[src/rtl/sweep_count_ctrl.sv]
// Sweep sequencer: drives a bounded up/down counter lo->hi->lo with programmable
// dwell at each end, a sweep-count limit, and start/stop/done/err host handshake.
module sweep_count_ctrl #(
  parameter int WIDTH   = 8,
  parameter int DWELL_W = 4,
  parameter int SWEEP_W = 8
) (
  input  logic               clk,
  input  logic               reset,
  input  logic               start,
  input  logic               stop,
  input  logic [WIDTH-1:0]   lo,
  input  logic [WIDTH-1:0]   hi,
  input  logic [DWELL_W-1:0] dwell,
  input  logic [SWEEP_W-1:0] cycles,
  output logic [WIDTH-1:0]   count,
  output logic               direction,
  output logic               busy,
  output logic [SWEEP_W-1:0] sweeps,
  output logic               done,
  output logic               err
);

  typedef enum logic [2:0] {
    S_IDLE,
    S_UP,
    S_DWELL_HI,
    S_DOWN,
    S_DWELL_LO,
    S_DONE
  } state_t;

  state_t             r_state, w_state;
  logic [WIDTH-1:0]   r_count, w_count;
  logic               r_dir, w_dir;
  logic [SWEEP_W-1:0] r_sweeps, w_sweeps;
  logic [DWELL_W-1:0] r_timer, w_timer;
  logic               r_done, w_done;
  logic               r_err, w_err;
  logic               w_latch;
  logic [WIDTH-1:0]   r_lo, r_hi;
  logic [DWELL_W-1:0] r_dwell;
  logic [SWEEP_W-1:0] r_cycles;
  logic [SWEEP_W-1:0] w_sweeps_inc;

  assign w_sweeps_inc = r_sweeps + SWEEP_W'(1);

  always_comb begin
    w_state  = r_state;
    w_count  = r_count;
    w_dir    = r_dir;
    w_sweeps = r_sweeps;
    w_timer  = r_timer;
    w_done   = 1'b0;
    w_err    = 1'b0;
    w_latch  = 1'b0;
    case (r_state)
      S_IDLE: begin
        if (start && !stop) begin
          if (lo < hi) begin
            w_latch  = 1'b1;
            w_count  = lo;
            w_dir    = 1'b1;
            w_sweeps = '0;
            w_state  = S_UP;
          end else begin
            w_err = 1'b1;
          end
        end
      end
      S_UP: begin
        if (r_count < r_hi) begin
          w_count = r_count + WIDTH'(1);
        end else if (r_dwell == '0) begin
          w_state = S_DOWN;
          w_dir   = 1'b0;
        end else begin
          w_timer = r_dwell;
          w_state = S_DWELL_HI;
        end
      end
      S_DWELL_HI: begin
        w_timer = r_timer - DWELL_W'(1);
        if (r_timer == DWELL_W'(1)) begin
          w_state = S_DOWN;
          w_dir   = 1'b0;
        end
      end
      S_DOWN: begin
        if (r_count > r_lo) begin
          w_count = r_count - WIDTH'(1);
        end else begin
          // A sweep completes on arrival at lo; the limit is tested on the new total.
          w_sweeps = w_sweeps_inc;
          if ((r_cycles != '0) && (w_sweeps_inc == r_cycles)) begin
            w_state = S_DONE;
            w_done  = 1'b1;
          end else if (r_dwell == '0) begin
            w_state = S_UP;
            w_dir   = 1'b1;
          end else begin
            w_timer = r_dwell;
            w_state = S_DWELL_LO;
          end
        end
      end
      S_DWELL_LO: begin
        w_timer = r_timer - DWELL_W'(1);
        if (r_timer == DWELL_W'(1)) begin
          w_state = S_UP;
          w_dir   = 1'b1;
        end
      end
      S_DONE: begin
        w_state = S_IDLE;
      end
      default: begin
        w_state = S_IDLE;
      end
    endcase
    // Abort freezes the datapath where it is and suppresses completion.
    if (stop && (r_state != S_IDLE)) begin
      w_state  = S_IDLE;
      w_count  = r_count;
      w_dir    = r_dir;
      w_sweeps = r_sweeps;
      w_timer  = r_timer;
      w_done   = 1'b0;
    end
  end

  always_ff @(posedge clk or posedge reset) begin
    if (reset) begin
      r_state  <= S_IDLE;
      r_count  <= '0;
      r_dir    <= 1'b1;
      r_sweeps <= '0;
      r_timer  <= '0;
      r_done   <= 1'b0;
      r_err    <= 1'b0;
      r_lo     <= '0;
      r_hi     <= '0;
      r_dwell  <= '0;
      r_cycles <= '0;
    end else begin
      r_state  <= w_state;
      r_count  <= w_count;
      r_dir    <= w_dir;
      r_sweeps <= w_sweeps;
      r_timer  <= w_timer;
      r_done   <= w_done;
      r_err    <= w_err;
      if (w_latch) begin
        r_lo     <= lo;
        r_hi     <= hi;
        r_dwell  <= dwell;
        r_cycles <= cycles;
      end
    end
  end

  assign count     = r_count;
  assign direction = r_dir;
  assign busy      = (r_state != S_IDLE);
  assign sweeps    = r_sweeps;
  assign done      = r_done;
  assign err       = r_err;

endmodule
[config.mk]
export PLATFORM = sky130hd
export DESIGN_NAME = sweep_count_ctrl
export DESIGN_NICKNAME = d
export VERILOG_FILES = /design/src/rtl/sweep_count_ctrl.sv
export SDC_FILE = /design/constraint.sdc
export NUM_CORES = 1
export LEC_CHECK = 0
export CAP_MARGIN = 20
export CELL_PAD_IN_SITES_DETAIL_PLACEMENT = 1
export CELL_PAD_IN_SITES_GLOBAL_PLACEMENT = 1
export CORE_UTILIZATION = 35
export CTS_CLUSTER_SIZE = 20
export DETAILED_ROUTE_END_ITERATION = 7
export PLACE_DENSITY_LB_ADDON = 0.1
export SLEW_MARGIN = 20
export SYNTH_ARGS = -nofsm -noshare
export SYNTH_HDL_FRONTEND = slang
export SYNTH_SLANG_ARGS = --single-unit
[constraint.sdc]
create_clock -name clk -period 3.9 [get_ports clk]
set_input_delay 0.78 -clock clk [delete_from_list [all_inputs] [get_ports clk]]
set_output_delay 0.78 -clock clk [all_outputs]
set_load 0.005 [all_outputs]
==> results.ini <==
[timing]
period_minus_slack_ps=3110
period_used_pct=79.75
rsz0062_at_grt=false
max_slew.worst_pin.slew_ps=737.5
max_slew_margin_pct=50.84
hold_slack_ps=515.9
finClkSkew_ps=3.567
setup_viol=0
hold_violations=0
finalMaxSlewViolations=0
setup_tns_ps=0
fmax_mhz=321.5

[layout]
nFillCells=1141
final_nets=501
layout.cells.non_filler=571
n_antenna_cell=0
utilization_pct=44.57
drive_gt1_share_pct=11.42

[yosys]
synthTopCellsByArea=dfrtp_1, ha_1, mux2_2, o21ai_0, inv_1
ys_seq_share_pct=37.52
netlist_area_mm2=0.003605
fp_nets=448
ys_types=58
synth-edff-count=0
yosys.cell_count.top_type=dfrtp_1
largest_area_cell=dfrtp_1
top_cells_by_count=dfrtp_1, inv_1, ha_1
yosys_area_mm2=0.003605
numSynthFlops=54
top_area_share_pct=36.79
synthCells=384
ys_cells=384
flop_cell=dfrtp_1
synth_warnings=0
synth-async-reset-ratio_pct=100.0
syn_area_per_cell_um2=9.387

[cts]
clk_latency_ps=300
cts_made_buffers=5
clockBufferDepth=2
post-cts-setup-buffer-count=0
cts_tree=done
post_cts_resized=0
clk_pin_slew_ps=100
ctsRootBufferMaster=clkbuf_8
cts.sinks=54
cts-htree-levels=2
ctsHoldBuffers=0

[power]
finalPower_mw=2.838
p_leak_nw=1.902
peakVddDrop_v=0.0002842
powerDensity_mw_per_mm2=645.4

[route]
drtPass1Iterations=4
drt_iter0_markers=43
ant_nets=0
vias_per_cell=5.331
drc=0

[placement]
placed_cells=563
dp_slack_ps=467.6
placed_cell_area_mm2=0.004305
hpwlAfterDp_um=7315
numPortBuffers=51
gp_congestion=0.7584

[die]
fp.dieW_um=103.5
io_pins=52
core_area_mm2=0.009864
std_cell_rows=36
die-area_mm2=0.01071
fp_util_pct=36.54
die-height_um=103.5

[global_route]
grt_pass1_vias=3235
grt_pass1_wl_um=16070
grt.overflow.total=0
grt_max_degree=28
antenna_found_initial=0

[worst_hold_path]
hold_class=flip-flop to flip-flop

[worst_setup_path]
critPathRequiredTime_ps=4100
crit_type=input pin to flip-flop
cp.arrival_ps=3310
critical_path.endpoint_type=flip-flop
cp_max_fo=25
cp-start-kind=input pin

[job]
drv_cap=0
warnings=27

[status]
status=finished, final reports clean

==> sequential cells by signal (all words and copies together), names as in the netlist <==
| signal | count |
|---|---|
| r_dwell | 4 |
| sweeps | 8 |
| direction | 1 |
| r_timer | 4 |
| count | 8 |
| r_cycles | 8 |
| r_hi | 8 |
| r_lo | 8 |
| done | 1 |
| err | 1 |
| r_state | 3 |
==> worst max-delay path: stages <==
cell and delay, ps:
clkdlybuf4s50_1 460, inv_1 50, ha_1 290, a21oi_1 130, o21ai_0 210, a21o_1 220, a21oi_1 180, and4b_1 380
buf_12 230, mux2_2 350
==> routing by layer <==
layer | GRT usage (%) | vias up | share of wire (%)
li1 | - | 1481 | -
met1 | 24.99 | 1519 | 46
met2 | 35.00 | 38 | 51
met3 | 2.554 | 6 | 2.1
met4 | 4.767 | 0 | 1.2
met5 | 0 | - | 0
==> where the power goes <==
group	switching, mW	internal, mW	total [mW]
logic	0.789	0.721	1.51
clock network	0.193	0.144	0.338
registers	0.201	0.789	0.990
==> final timing paths <==
kind	to	slack, ps	depth (start not counted)	startpoint
setup / recovery	r_cycles[1]$_DFFE_PP0P_	790	10	hi[6]
hold / removal	direction$_DFFE_PP1P_	520	2	direction$_DFFE_PP1P_
setup reg to reg	count[7]$_DFFE_PP0P_	880	10	r_state[0]$_DFFE_PP0P_
hold reg to reg	direction$_DFFE_PP1P_	520	2	direction$_DFFE_PP1P_
max in group asynchronous	direction$_DFFE_PP1P_	2340	3	reset
min in group asynchronous	r_hi[4]$_DFFE_PP0P_	860	2	reset
==> placed cells by master, fill, tap and decap left out, types with 3 or more instances in the layout <==
cell / netlist / layout
dfrtp_1: 53 / 53
clkdlybuf4s50_1: 0 / 51
inv_1: 34 / 33
ha_1: 31 / 31
o21ai_0: 26 / 26
nor2_1: 24 / 24
a21oi_1: 23 / 23
nand2_1: 21 / 21
mux2_2: 21 / 21
nand3_1: 14 / 14
xnor2_1: 10 / 10
nor2b_1: 8 / 8
nand2b_1: 8 / 8
mux2i_1: 8 / 8
buf_4: 0 / 8
nor3_1: 7 / 7
clkbuf_8: 0 / 6
nand4_1: 5 / 5
o211ai_1: 5 / 5
a31oi_1: 5 / 5
nor4_1: 4 / 4
a21o_1: 3 / 3
or2_2: 3 / 3
a211oi_1: 3 / 3
o22ai_1: 3 / 3
a41oi_1: 3 / 3
nor3b_1: 3 / 3
xor2_1: 3 / 3
nand3b_1: 3 / 3
==> cells by family after synthesis <==
family          Yosys count  synth area share [%]
mux                      29                 8.782
fa+ha+maj                32                 11.32
flops                    54                 37.52
compound gates           93                 16.97
xor+xnor                 13                 3.159
buf+inv                  48                 5.102
simple gates            115                 17.15
==> area by class of cell <==
| cell class | count | area (µm²) | area share, % |
|---|---|---|---|
| timing repair buffer | 60 | 590.6 | 13.43 |
| multi-input combinational | 282 | 2068 | 47.04 |
| clock inverter | 1 | 5.005 | 0.1138 |
| clock buffer | 7 | 86.33 | 1.964 |
| tap | 133 | 166.4 | 3.785 |
| sequential | 54 | 1353 | 30.76 |
| inverter | 34 | 127.6 | 2.903 |
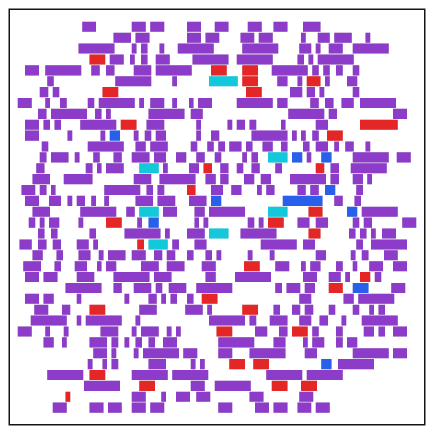
*Cells by drive strength*
Drawn at 4 px/µm.
| size | colour | cells |
|---|---|---|
| drive 2 | red | 33 |
| drive 3 to 4 | blue | 10 |
| drive 1 or less | purple | 388 |
| drive 6 and up | cyan | 7 |
fin worst setup slack: 789.6 ps
final instance area: 0.004397 mm²
P&R area growth vs syn: 21.97%

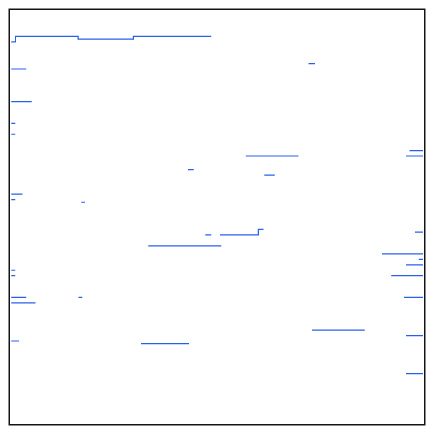
*Signal wires on met3*
Drawn at 4 px/µm.
nets with wire on the layer: 29
share of all routed wire: 2.1%
longest straight run: 19.3 µm
wire length on this layer: 195 µm
main direction: horizontal
final wirelength: 9419 µm
GR Util met3: 2.554%
Vias: 3044

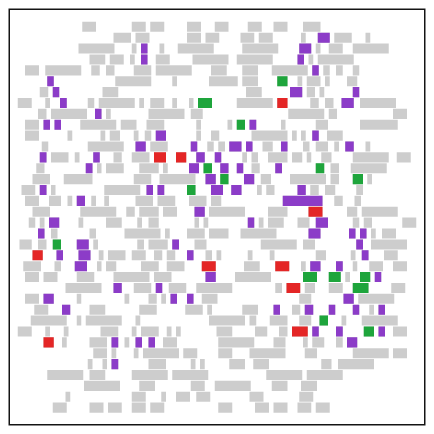
*Gate-type map*
Drawn at 4 px/µm.
| family | colour | cells |
|---|---|---|
| inverting AOI/OAI gates | purple | 83 |
| AND and OR gates | green | 15 |
| AND-OR and OR-AND gates | red | 10 |

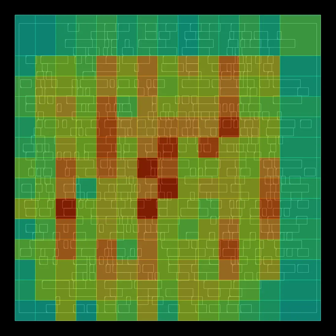
*Track usage over the die*
Total Routing Usage GR: 19.59%
busiest grt layer: met2
WL/cell: 16.50 µm
global routing met2 resource utilization: 35.00%

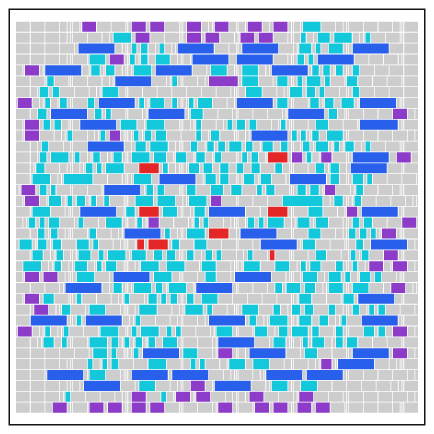
*Cells coloured by class*
Drawn at 4 px/µm. Fill, decap, tap and diode cells in grey.
| class | colour | cells | share of their area |
|---|---|---|---|
| other buffers and delay cells | purple | 60 | 14% |
| flops | blue | 54 | 32% |
| clock drivers and dummy loads | red | 8 | 2.2% |
| all other logic | cyan | 316 | 52% |

No activity file was given, so power comes from the tool's default toggle rates.
